### Zoomed window

Window x 75 to 100, y 40 to 65 um. Cells in gray, sequential cells in the stronger gray; small squares are vias.
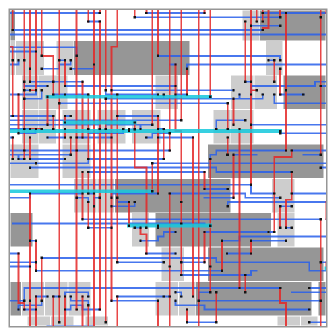
### Pin placement

Scale: 3 px per um. Pins as bars across the die edge, other pins in gray.
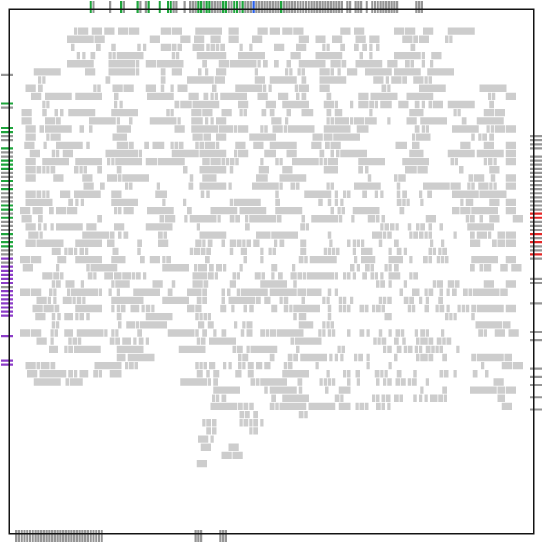
### Register map, names as in the netlist

Scale: 1.5 px per um.
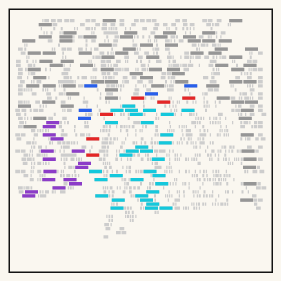
### Routing congestion map

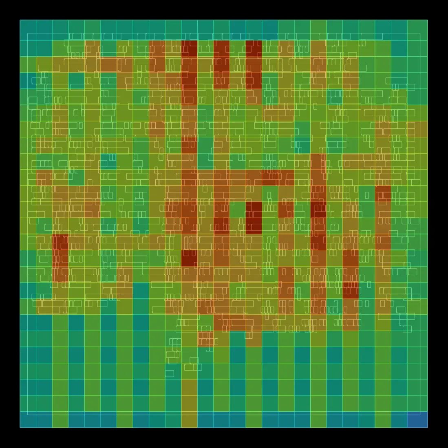
[src/rtl/operand_fetch.sv]
// Register-read stage: holds one decoded instruction, stalls on RAW/WAW against a
// pending-write scoreboard, hands operands to execute. Optional bypass: OPERAND_FETCH_FORWARD_EN.
module operand_fetch #(
  parameter int DATA_W  = 32,
  parameter int ADDR_W  = 5,
  parameter int STALL_W = 16
) (
  input  logic               clk,
  input  logic               rst,
  input  logic               id_valid,
  output logic               id_ready,
  input  logic [ADDR_W-1:0]  id_rs1,
  input  logic [ADDR_W-1:0]  id_rs2,
  input  logic [ADDR_W-1:0]  id_rd,
  input  logic               id_we,
  output logic [ADDR_W-1:0]  rf_raddr1,
  output logic [ADDR_W-1:0]  rf_raddr2,
  input  logic [DATA_W-1:0]  rf_rdata1,
  input  logic [DATA_W-1:0]  rf_rdata2,
  output logic               ex_valid,
  input  logic               ex_ready,
  output logic [DATA_W-1:0]  ex_op1,
  output logic [DATA_W-1:0]  ex_op2,
  output logic [ADDR_W-1:0]  ex_rd,
  output logic               ex_we,
  input  logic               wb_valid,
  input  logic [ADDR_W-1:0]  wb_rd,
  input  logic [DATA_W-1:0]  wb_data,
  output logic [STALL_W-1:0] stall_cycles
);
  localparam int NREG = 1 << ADDR_W;

  typedef enum logic [1:0] {S_EMPTY, S_WAIT, S_OUT} state_t;

  typedef struct packed {
    logic [ADDR_W-1:0] rs1;
    logic [ADDR_W-1:0] rs2;
    logic [ADDR_W-1:0] rd;
    logic              we;
  } instr_t;

  state_t             r_state, w_next;
  instr_t             r_hold;
  logic [NREG-1:0]    r_busy, w_busy_nxt;
  logic [DATA_W-1:0]  r_op1, r_op2;
  logic [ADDR_W-1:0]  r_ex_rd;
  logic               r_ex_we;
  logic [STALL_W-1:0] r_stall;

  logic               w_accept, w_issue, w_stall, w_hazard;
  logic               w_fwd1, w_fwd2;
  logic [DATA_W-1:0]  w_opnd1, w_opnd2;

`ifdef OPERAND_FETCH_FORWARD_EN
  // A source retiring this cycle is satisfied by the writeback bus.
  assign w_fwd1  = wb_valid && (wb_rd == r_hold.rs1) && (r_hold.rs1 != '0);
  assign w_fwd2  = wb_valid && (wb_rd == r_hold.rs2) && (r_hold.rs2 != '0);
  assign w_opnd1 = (r_hold.rs1 == '0) ? '0 : (w_fwd1 ? wb_data : rf_rdata1);
  assign w_opnd2 = (r_hold.rs2 == '0) ? '0 : (w_fwd2 ? wb_data : rf_rdata2);
`else
  logic w_unused_wb_data;
  assign w_unused_wb_data = ^wb_data;
  assign w_fwd1  = 1'b0;
  assign w_fwd2  = 1'b0;
  assign w_opnd1 = (r_hold.rs1 == '0) ? '0 : rf_rdata1;
  assign w_opnd2 = (r_hold.rs2 == '0) ? '0 : rf_rdata2;
`endif

  // WAW always uses the registered busy bit, even with bypass enabled.
  assign w_hazard = (r_busy[r_hold.rs1] & ~w_fwd1) |
                    (r_busy[r_hold.rs2] & ~w_fwd2) |
                    (r_hold.we & r_busy[r_hold.rd]);

  always_comb begin
    w_next   = r_state;
    w_accept = 1'b0;
    w_issue  = 1'b0;
    w_stall  = 1'b0;
    id_ready = 1'b0;
    case (r_state)
      S_EMPTY: begin
        id_ready = 1'b1;
        if (id_valid) begin
          w_accept = 1'b1;
          w_next   = S_WAIT;
        end
      end
      S_WAIT: begin
        if (w_hazard) begin
          w_stall = 1'b1;
        end else begin
          w_issue = 1'b1;
          w_next  = S_OUT;
        end
      end
      S_OUT: begin
        id_ready = ex_ready;
        if (ex_ready) begin
          if (id_valid) begin
            w_accept = 1'b1;
            w_next   = S_WAIT;
          end else begin
            w_next = S_EMPTY;
          end
        end
      end
      default: w_next = S_EMPTY;
    endcase
  end

  // Clear first so a same-cycle set on the same register wins.
  always_comb begin
    w_busy_nxt = r_busy;
    if (wb_valid) w_busy_nxt[wb_rd] = 1'b0;
    if (w_issue && r_hold.we && (r_hold.rd != '0)) w_busy_nxt[r_hold.rd] = 1'b1;
  end

  always_ff @(posedge clk or posedge rst) begin
    if (rst) r_state <= S_EMPTY;
    else     r_state <= w_next;
  end

  always_ff @(posedge clk or posedge rst) begin
    if (rst)           r_hold <= '0;
    else if (w_accept) r_hold <= '{rs1: id_rs1, rs2: id_rs2, rd: id_rd, we: id_we};
  end

  always_ff @(posedge clk or posedge rst) begin
    if (rst) r_busy <= '0;
    else     r_busy <= w_busy_nxt;
  end

  always_ff @(posedge clk or posedge rst) begin
    if (rst) begin
      r_op1   <= '0;
      r_op2   <= '0;
      r_ex_rd <= '0;
      r_ex_we <= 1'b0;
    end else if (w_issue) begin
      r_op1   <= w_opnd1;
      r_op2   <= w_opnd2;
      r_ex_rd <= r_hold.rd;
      r_ex_we <= r_hold.we;
    end
  end

  always_ff @(posedge clk or posedge rst) begin
    if (rst)                         r_stall <= '0;
    else if (w_stall && ~&r_stall)   r_stall <= r_stall + 1'b1;
  end

  assign rf_raddr1    = r_hold.rs1;
  assign rf_raddr2    = r_hold.rs2;
  assign ex_valid     = (r_state == S_OUT);
  assign ex_op1       = r_op1;
  assign ex_op2       = r_op2;
  assign ex_rd        = r_ex_rd;
  assign ex_we        = r_ex_we;
  assign stall_cycles = r_stall;

endmodule

[config.mk]
export PLATFORM = sky130hd
export DESIGN_NAME = operand_fetch
export DESIGN_NICKNAME = d
export VERILOG_FILES = /design/src/rtl/operand_fetch.sv
export SDC_FILE = /design/constraint.sdc
export NUM_CORES = 1
export LEC_CHECK = 0
export ABC_AREA = 1
export CELL_PAD_IN_SITES_DETAIL_PLACEMENT = 0
export CELL_PAD_IN_SITES_GLOBAL_PLACEMENT = 1
export CORE_MARGIN = 3
export CORE_UTILIZATION = 25
export CTS_BUF_LIST = sky130_fd_sc_hd__clkbuf_8
export DETAILED_ROUTE_END_ITERATION = 16
export GPL_TIMING_DRIVEN = 0
export PLACE_DENSITY_LB_ADDON = 0.3
export SETUP_SLACK_MARGIN = 0.05
export SLEW_MARGIN = 20
export SYNTH_ARGS = -nofsm -noshare
export SYNTH_HDL_FRONTEND = slang
export SYNTH_SLANG_ARGS = --single-unit
[constraint.sdc]
create_clock -name clk -period 5 [get_ports clk]
set_clock_uncertainty 0.15 [all_clocks]
set_input_delay 0.5 -clock clk [delete_from_list [all_inputs] [get_ports clk]]
set_output_delay 0.5 -clock clk [all_outputs]
set_load 0.03 [all_outputs]
==> notes.md <==
Implementation numbers.

- The dominant register cell in the synthesized netlist is dfrtp_1.
- The global-route wire length before repair is 38800 um.
- Summed over the clock group, the power is around 0.97 mW.
- The beginning of the worst register-to-register path is r_hold[4]$_DFFE_PP0P_.
- The transition time recorded at the tightest slew-check pin is between 0.6 and 0.7 ns.
- The depth of the most critical reg-to-reg path is 13.
- In the post-synthesis netlist, the biggest area contributors are dfrtp_1 (48%), nand2_1 (18%), nand3_1 (8.3%).
- The post-route antenna net violation count is 0.
- The met1 routed wirelength after detailed routing is 11700 um.
- The die width is 174 um.
- The synthesized-area fraction occupied by ao, oa, aoi and oai cells is 6.64%.
- The run finished with clean final reports.
- Along the critical path, the tally of buffer and inverter instances is 3.
- The adder and majority cell fraction of the synthesized area is less than 1%.
- The registers of the reported paths see a clock transition of 0.09 ns.
- For this block, the routed nets add up to around 24000 um of wire.
- The final cell area excluding filler cells is 9860 sq um.
- Timing would allow up to approximately 380 MHz.
- The area occupied by multi-input gates is a little over 3000 sq um.
- Per the layout area report, the sequential fraction of cell area is approximately 35%.
- The worst setup path is captured at a flop.
- The clock buffer and inverter area fraction after layout is 4.16%.
- The non-clock buffer total of the final layout is about 250.
- The final weighted congestion recorded by global placement is 0.850.
- The share of the core area taken by cells at floorplan is 25.8%.
- The overall die height is approximately 170 um.
- Looking at the post-CTS report, the setup buffer insertion count equals 0.
## Picture notes: 'Zoomed window'
legend:
  red:
    layer: metal 2
  cyan:
    layer: metal 3
  blue:
    layer: metal 1
sequential cells in the window: 7
cells with their middle in the window: 36
netlist names of flops here include: r_busy (7)
most frequent: o21ai_0 (9), nand2_1 (8)

## Picture notes: 'Pin placement'
legend:
  green:
    port: ex_op1
    pins: 32
    direction: output
    edge: 17 top, 15 left
  purple:
    port: stall_cycles
    pins: 16
    direction: output
    edge: left
  blue:
    port: ex_ready
    pins: 1
    direction: input
    edge: top
  red:
    port: rf_raddr2
    pins: 5
    direction: output
    edge: right
all pins by edge: 90 top, 52 left, 40 right, 38 bottom

## Picture notes: 'Register map, names as in the netlist'
legend:
  red:
    name_in_the_netlist: r_hold
    flops: 6
  purple:
    name_in_the_netlist: stall_cycles
    flops: 16
    where: middle left
  blue:
    name_in_the_netlist: ex_rd
    flops: 5
  cyan:
    name_in_the_netlist: r_busy
    flops: 32
not colored: 77

## Picture notes: 'Routing congestion map'
met1 layer usage reported by global route: 22.5%
average wire length per cell after detail routing: 16.0 um
GR Util All Layers: 16.1%

Power and IR drop assume default switching activity.
